File: src/rtl/aukv_dmem_bridge.sv
// Data-memory bridge: aligns core byte lanes onto a req/gnt/rvalid bus and returns
// right-justified load data with a one-cycle completion pulse, flagging misalignment and timeouts.
module aukv_dmem_bridge #(
  parameter int unsigned TIMEOUT_CYCLES = 255
) (
  input  logic        i_clk,
  input  logic        i_rstn,
  input  logic        i_core_en,
  input  logic        i_core_we,
  input  logic [31:0] i_core_addr,
  input  logic [3:0]  i_core_strobe,
  input  logic [31:0] i_core_data,
  output logic [31:0] o_core_data,
  output logic        o_core_valid,
  output logic        o_core_err,
  output logic        o_busy,
  output logic        o_bus_req,
  output logic        o_bus_we,
  output logic [31:0] o_bus_addr,
  output logic [3:0]  o_bus_be,
  output logic [31:0] o_bus_wdata,
  input  logic        i_bus_gnt,
  input  logic        i_bus_rvalid,
  input  logic [31:0] i_bus_rdata
);

  typedef enum logic [1:0] {
    S_IDLE,
    S_REQ,
    S_WAIT,
    S_DONE
  } state_t;

  state_t      r_state;
  logic [1:0]  r_off;
  logic [15:0] r_cnt;

  logic [1:0]  w_off;
  logic        w_misal;
  logic        w_tmo;

  assign w_off   = i_core_addr[1:0];
  assign w_misal = ((i_core_strobe == 4'h3) && (w_off == 2'd3)) ||
                   ((i_core_strobe == 4'hf) && (w_off != 2'd0));
  // Counter starts at 0 on state entry, so the limit is hit in the TIMEOUT_CYCLES-th cycle.
  assign w_tmo   = (TIMEOUT_CYCLES != 0) && (r_cnt == 16'(TIMEOUT_CYCLES - 1));

  always_ff @(posedge i_clk or negedge i_rstn) begin
    if (!i_rstn) begin
      r_state      <= S_IDLE;
      r_off        <= '0;
      r_cnt        <= '0;
      o_core_data  <= '0;
      o_core_valid <= 1'b0;
      o_core_err   <= 1'b0;
      o_busy       <= 1'b0;
      o_bus_req    <= 1'b0;
      o_bus_we     <= 1'b0;
      o_bus_addr   <= '0;
      o_bus_be     <= '0;
      o_bus_wdata  <= '0;
    end else begin
      o_core_valid <= 1'b0;
      case (r_state)
        S_IDLE: begin
          if (i_core_en) begin
            o_busy <= 1'b1;
            if (w_misal) begin
              r_state      <= S_DONE;
              o_core_valid <= 1'b1;
              o_core_err   <= 1'b1;
            end else if (i_core_strobe == 4'h0) begin
              r_state      <= S_DONE;
              o_core_valid <= 1'b1;
              o_core_err   <= 1'b0;
            end else begin
              r_state     <= S_REQ;
              r_off       <= w_off;
              r_cnt       <= '0;
              o_core_err  <= 1'b0;
              o_bus_req   <= 1'b1;
              o_bus_we    <= i_core_we;
              o_bus_addr  <= {i_core_addr[31:2], 2'b00};
              o_bus_be    <= 4'(i_core_strobe << w_off);
              o_bus_wdata <= i_core_data << {w_off, 3'b000};
            end
          end
        end
        S_REQ: begin
          if (i_bus_gnt) begin
            o_bus_req <= 1'b0;
            r_cnt     <= '0;
            r_state   <= S_WAIT;
          end else if (w_tmo) begin
            o_bus_req    <= 1'b0;
            o_core_valid <= 1'b1;
            o_core_err   <= 1'b1;
            o_core_data  <= '0;
            r_state      <= S_DONE;
          end else begin
            r_cnt <= r_cnt + 16'd1;
          end
        end
        S_WAIT: begin
          if (i_bus_rvalid) begin
            if (!o_bus_we) begin
              o_core_data <= i_bus_rdata >> {r_off, 3'b000};
            end
            o_core_valid <= 1'b1;
            r_state      <= S_DONE;
          end else if (w_tmo) begin
            o_core_valid <= 1'b1;
            o_core_err   <= 1'b1;
            o_core_data  <= '0;
            r_state      <= S_DONE;
          end else begin
            r_cnt <= r_cnt + 16'd1;
          end
        end
        S_DONE: begin
          o_busy  <= 1'b0;
          r_state <= S_IDLE;
        end
        default: r_state <= S_IDLE;
      endcase
    end
  end

endmodule
File: config.mk
export PLATFORM = sky130hd
export DESIGN_NAME = aukv_dmem_bridge
export DESIGN_NICKNAME = d
export VERILOG_FILES = /design/src/rtl/aukv_dmem_bridge.sv
export SDC_FILE = /design/constraint.sdc
export NUM_CORES = 1
export LEC_CHECK = 0
export CAP_MARGIN = 0
export CORE_ASPECT_RATIO = 0.7
export CORE_UTILIZATION = 46
export CTS_CLUSTER_DIAMETER = 80
export DETAILED_ROUTE_END_ITERATION = 6
export PLACE_DENSITY_LB_ADDON = 0.15
export SLEW_MARGIN = 10
export SYNTH_ARGS = -nofsm -noshare
export SYNTH_HDL_FRONTEND = slang
export SYNTH_SLANG_ARGS = --single-unit
File: constraint.sdc
create_clock -name i_clk -period 2.8 [get_ports i_clk]
set_input_delay 0.28 -clock i_clk [delete_from_list [all_inputs] [get_ports i_clk]]
set_output_delay 0.28 -clock i_clk [all_outputs]
set_load 0.05 [all_outputs]
==> GITHUB_STEP_SUMMARY, run 1 <==
### Metrics collected by this job

| Metric | Value |
|---|---|
| Leak | 3.79 nW |
| Status | finished clean |
| Syn-to-layout area delta | 45.5% |
| Ys cells | 574 |
| Final setup skew | around 8.3 ps |
| Final Hold Vio Count | 0 |
| Die Y | 98.7 um |
| Core area | 12,700 um^2 |
| Tot Pwr | 0.0110 W |
| Ports | 211 |
| Ant. Diodes | 0 |
| Log Warnings | 30 |
| Clk root buf | clkbuf_16 |
| Final Cell Area | 8930 um^2 |
| Final setup violation count | 0 |
| Total net switching power | roughly 0.0050 W |
| Total CTS buffers | 17 |
| CTS Sinks | 123 |
| Worst Max-Slew Pin Slew | 924 ps |
| YS chip area | 6140 um^2 |
| Detail Placement HPWL | 12,400 um |
| Fin. max-slew vios | 0 |
| Cell Area, Placed | 8300 um^2 |
| Synth unique cells | 52 |
| Comb area leader | AND-OR/OR-AND gates |
| Vias in the first global route | ~5,200 |
| Clk latency late pin | 410 ps |
| Period utilization | 88.0% |
| Syn avg cell area | 10.7 um^2 |
| Final #Nets | just under 900 |
| HP Class | in2reg |
| TritonCTS clock tree | yes |
| 1st-iter DRT viols | 325 |
| Main synth FF type | dfrtp_1 |
| Port bufs | 208 |
| HP Start | i_core_addr[0] |
| Share of layout cells above drive strength 1 | roughly a tenth |
| Register share of total power | 26.1% |
| Maximum fanout along the worst path | 11 |
## run 1: per-layer routing
metal,vias up,GRT usage (%)
met1,2614,35.9
met3,15,7.09
met2,231,40.2
met5,-,0
li1,2476,-
met4,0,6.85
## run 1: area by class of cell
cell class                      count  area [um^2]
Clock inverter                     15          201
Tap cell                          162          203
Fill cell                         896         3790
Multi-Input combinational cell    399         2780
Sequential cell                   123         3080
Clock buffer                       17          425
Inverter                            9         33.8
Timing Repair Buffer              221         2210
## run 1: path summary, 6_finish.rpt
path	cells after the start	end	slack, ps
max	7	r_cnt[14]	340
min	2	o_bus_be[0]	200
max reg2reg	7	r_cnt[14]	340
min reg2reg	2	o_bus_wdata[6]	480
max in group asynchronous	3	o_bus_we	1570
min in group asynchronous	2	r_state[1]	260
## run 1: sequential cells by signal (all words and copies together), names as in the netlist, 2 cells and up
register	flops
r_state	2
r_cnt	16
o_bus_wdata	32
r_off	2
o_bus_be	4
o_bus_addr	30
o_core_data	32
## run 1: power by group through the flow
stage / Sequential [W] / Combinational [W] / Clock, W
floorplan: 0.00506 / 0.00160 / 0
global placement: 0.00285 / 0.00568 / 0
detailed placement: 0.00288 / 0.00575 / 0
CTS: 0.00287 / 0.00577 / 0.00237
global route: 0.00295 / 0.00603 / 0.00246
finish: 0.00286 / 0.00575 / 0.00234
## run 1: logic make-up (layout without fill, tap and decap cells)
family          Yosys count  count (layout)
fa+ha+maj                 6               6
buf+inv                  53             262
compound gates          169             169
mux                      77              77
other cells               1               2
flops                   123             123
simple gates            145             145
## run 1: cell usage in the layout, fill, tap and decap left out, types with 3 or more instances in the layout
cell	count
mux2i_1	34
buf_4	10
mux2_1	23
o21ai_1	10
dfrtp_1	123
buf_12	3
a21oi_1	36
nor2b_1	22
o2bb2ai_1	8
a22o_1	16
a32o_1	8
nor2_1	20
nand2b_1	3
clkdlybuf4s50_1	206
a211o_1	8
nand2_1	71
clkbuf_16	17
a211oi_1	8
nand4_1	5
ha_1	6
inv_8	3
nor3_1	4
inv_6	7
inv_1	9
o21ai_0	40
bufinv_16	3
a31oi_1	4
mux2_2	20
nand3_1	6
o31ai_1	14
## run 1: metrics by stage
stage,hold WS (ps),std cells
global placement,144,913
detailed placement,143,913
CTS,191,946
floorplan,-15.6,575
global route,212,946
finish,203,946
## run 1: critical path, stage by stage (launching register included)
cell and delay (ps):
dfrtp_1 400, inv_1 80, ha_1 320, nor2b_1 230, a21oi_1 230, and3_1 400, nand2_1 320, o31ai_1 360
Figure 1. Routing congestion (run 1).
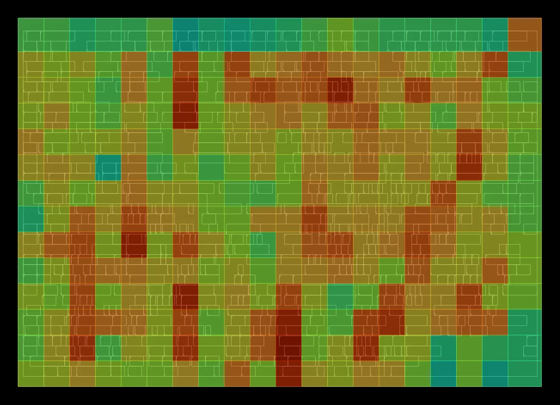
met2 usage: 40.2%
All-Layer GR Usage: 25.9%
Avg WL per Cell: 18.3 um

Figure 2. Signal metal coverage by tile (run 1).
Scale bar: 50 um. The die is cut into 28 by 20 equal tiles; dark blue is low, red is high, scaled to the fullest tile. Values are wire area over tile area, all layers added.
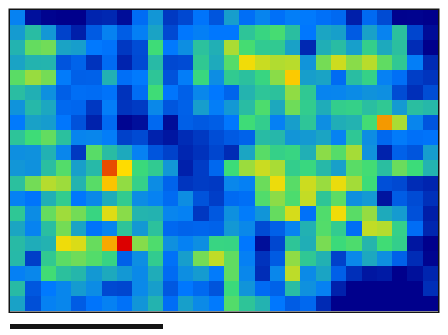
fullest tile	0.62
nearly empty tiles	4.1%
tiles over half the peak	18%
mean over tiles	0.20
Routed WL: 17,300 um
Vias: 5,336

Figure 3. Wiring by layer (run 1).
Scale bar: 50 um.
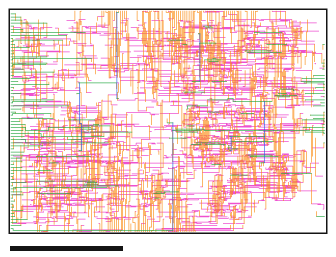
color	layer	wire length
green	met3	1,440 um
magenta	met1	7,730 um
orange	met2	7,980 um
blue	met4	171 um

Figure 4. Sequential cells grouped by signal name (run 1).
Scale bar: 50 um.
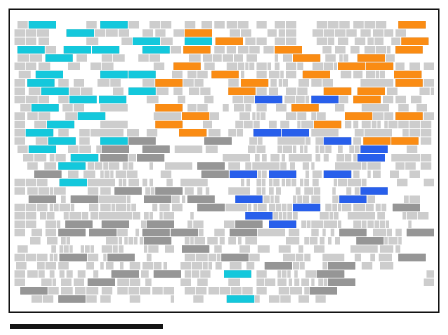
color	netlist name	sequential cells
cyan	o_bus_addr	30
orange	o_core_data	32
blue	r_cnt	16
flop share of the area: 34.5%
storage element area: 3080 um^2
sequential power: 0.00286 W
Final Util: 70.2%

==> inputs of run 2 (changes only) <==
SLEW_MARGIN = 20   (was 10)
Figure 5. Sequential cells grouped by signal name (run 2).
Scale bar: 50 um.
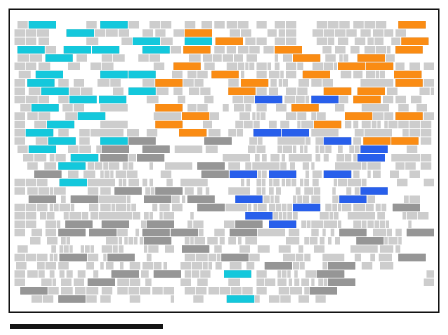
color	netlist name	sequential cells
blue	r_cnt	16
orange	o_core_data	32
cyan	o_bus_addr	30
not colored	45

==> run 2 against run 1 <==
Net effect:
- worst setup slack unchanged
- final cell count unchanged
- die area did not move
- clock power about the same
- total power stayed put
- maximum frequency is the same
- area after synthesis stayed put
- critical path depth stayed put
- largest cell class unchanged
- largest power group unchanged
- highest routed layer unchanged
==> GITHUB_STEP_SUMMARY, run 2 <==
### Metrics collected by this job

| Metric | Value |
|---|---|
| Status | finished clean |
| Fin. max-slew vios | 0 |
| Final hold slack | 203 ps |
| Log Warnings | 30 |
| YS chip area | 6140 um^2 |
| CTS Sinks | 123 |
| Detail Placement HPWL | 12,400 um |
| TritonCTS clock tree | yes |
| Core area | about 13,000 um^2 |
| Ports | 211 |
| R2r setup slk | 340 ps |
| Total net switching power | about 0.0050 W |
| Reg2reg path depth | 7 |
| Synth unique cells | 52 |
| Port bufs | roughly 210 |
| Main synth FF type | dfrtp_1 |
| Syn-to-layout area delta | 45.5% |
| Worst Hold Endpoint | o_bus_be[0] |
| Clk root buf | clkbuf_16 |
| Tot Pwr | approximately 0.011 W |
| HP Start | i_core_addr[0] |
| Register share of total power | 26.1% |
| 1st-iter DRT viols | 325 |
| Period utilization | ~88% |
| Endpoint of the worst-slack reg-to-reg timing path | r_cnt[14] |
| Final Hold Vio Count | 0 |
| Syn avg cell area | 10.7 um^2 |
| Avg WL per Cell | 18.3 um |
| Routed WL | ~17,000 um |
| Largest regs | o_bus_wdata: 32 flops, o_core_data: 32 flops, o_bus_addr: 30 flops |
| Hold-critical path depth | 2 |
| HP Class | in2reg |
| Clk latency late pin | 410 ps |
| Fill cell count | 896 |
| Commonest non-fill, non-tap cell in the layout | clkdlybuf4s50_1 |
| Final setup skew | 8.33 ps |
| Final #Nets | 883 |
| Ys cells | 574 |
| Worst Max-Slew Pin Slew | roughly 920 ps |
| Vias | 5,336 |
| All-Layer GR Usage | 25.9% |
| Vias in the first global route | about 5,200 |
| Leak | 3.79 nW |
| Share of layout cells above drive strength 1 | a little under a tenth |
| Final setup violation count | 0 |
Figure 6. Wiring by layer (run 2).
Scale bar: 50 um.
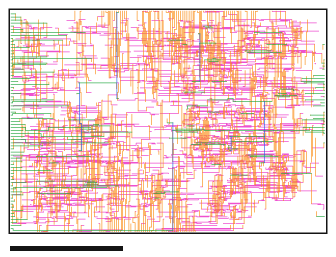
color	layer	wire length
green	met3	1,440 um
blue	met4	171 um
orange	met2	7,980 um
magenta	met1	7,730 um

run 2: critical path, cell delays in order (launching register included):
cell and delay, ps:
dfrtp_1 400, inv_1 80, ha_1 320, nor2b_1 230, a21oi_1 230, and3_1 400, nand2_1 320, o31ai_1 360
run 2: worst max path at each step:
stage                     cells after the start   endpoint              from  slack (ps)
final                                         7  r_cnt[14]        r_state[0]         340
after floorplan                              10  r_cnt[11]        r_state[0]         840
after global placement                        6   r_cnt[8]  i_core_strobe[1]         480
after CTS                                     7  r_cnt[14]        r_state[0]         400
after global routing                          7  r_cnt[10]        r_state[0]         110
after detailed placement                      6  r_cnt[13]  i_core_strobe[0]         370
run 2: cell type report:
type	instances	area, um^2	share of cell area (%)
inverters	9	33.8	0.378
multi-input cells	399	2780	31.1
clock inverters	15	201	2.26
flip-flops and latches	123	3080	34.5
well taps	162	203	2.27
clock buffers	17	425	4.76
repair buffers	221	2210	24.8
run 2: layer usage:
layer	track usage, %	vias up	part of all wire (%)
met5	0	-	0
met4	6.85	0	0.98
met3	7.09	15	8.3
met2	40.2	231	46
met1	35.9	2614	45
li1	-	2476	-
run 2: what timing repair did:
item | CTS | global route
hold buffers | 1 | 0
buffers inserted | 0 | 0
hold endpoints to repair | 11 | 0
setup endpoints to repair | 0 | 0
run 2: power by group through the flow:
stage / clock (W) / combinational (W) / sequential, W
after floorplan: 0 / 0.00160 / 0.00506
after global placement: 0 / 0.00568 / 0.00285
after detailed placement: 0 / 0.00575 / 0.00288
after CTS: 0.00237 / 0.00577 / 0.00287
after global routing: 0.00246 / 0.00603 / 0.00295
final: 0.00234 / 0.00575 / 0.00286
run 2: stage by stage:
step                      util, %  instance area [um^2]  worst slack (ps)  cells
after floorplan                 -                  6140               836    575
after global placement       65.2                  8300               476    913
after detailed placement     65.2                  8300               367    913
after CTS                    70.2                  8930               396    946
after global routing         70.2                  8930               106    946
final                        70.2                  8930               336    946
run 2: kinds of logic (layout without fill, tap and decap cells):
logic type | Yosys count | count (layout) | share of synthesized area [%]
compound gates | 169 | 169 | 18.7
fa+ha+maj | 6 | 6 | 1.22
buf+inv | 53 | 262 | 4.73
flops | 123 | 123 | 50.1
mux | 77 | 77 | 13.4
other cells | 1 | 2 | 0.0611
simple gates | 145 | 145 | 11.7
Power figures rest on the tool's default switching activity, not on a simulated workload.
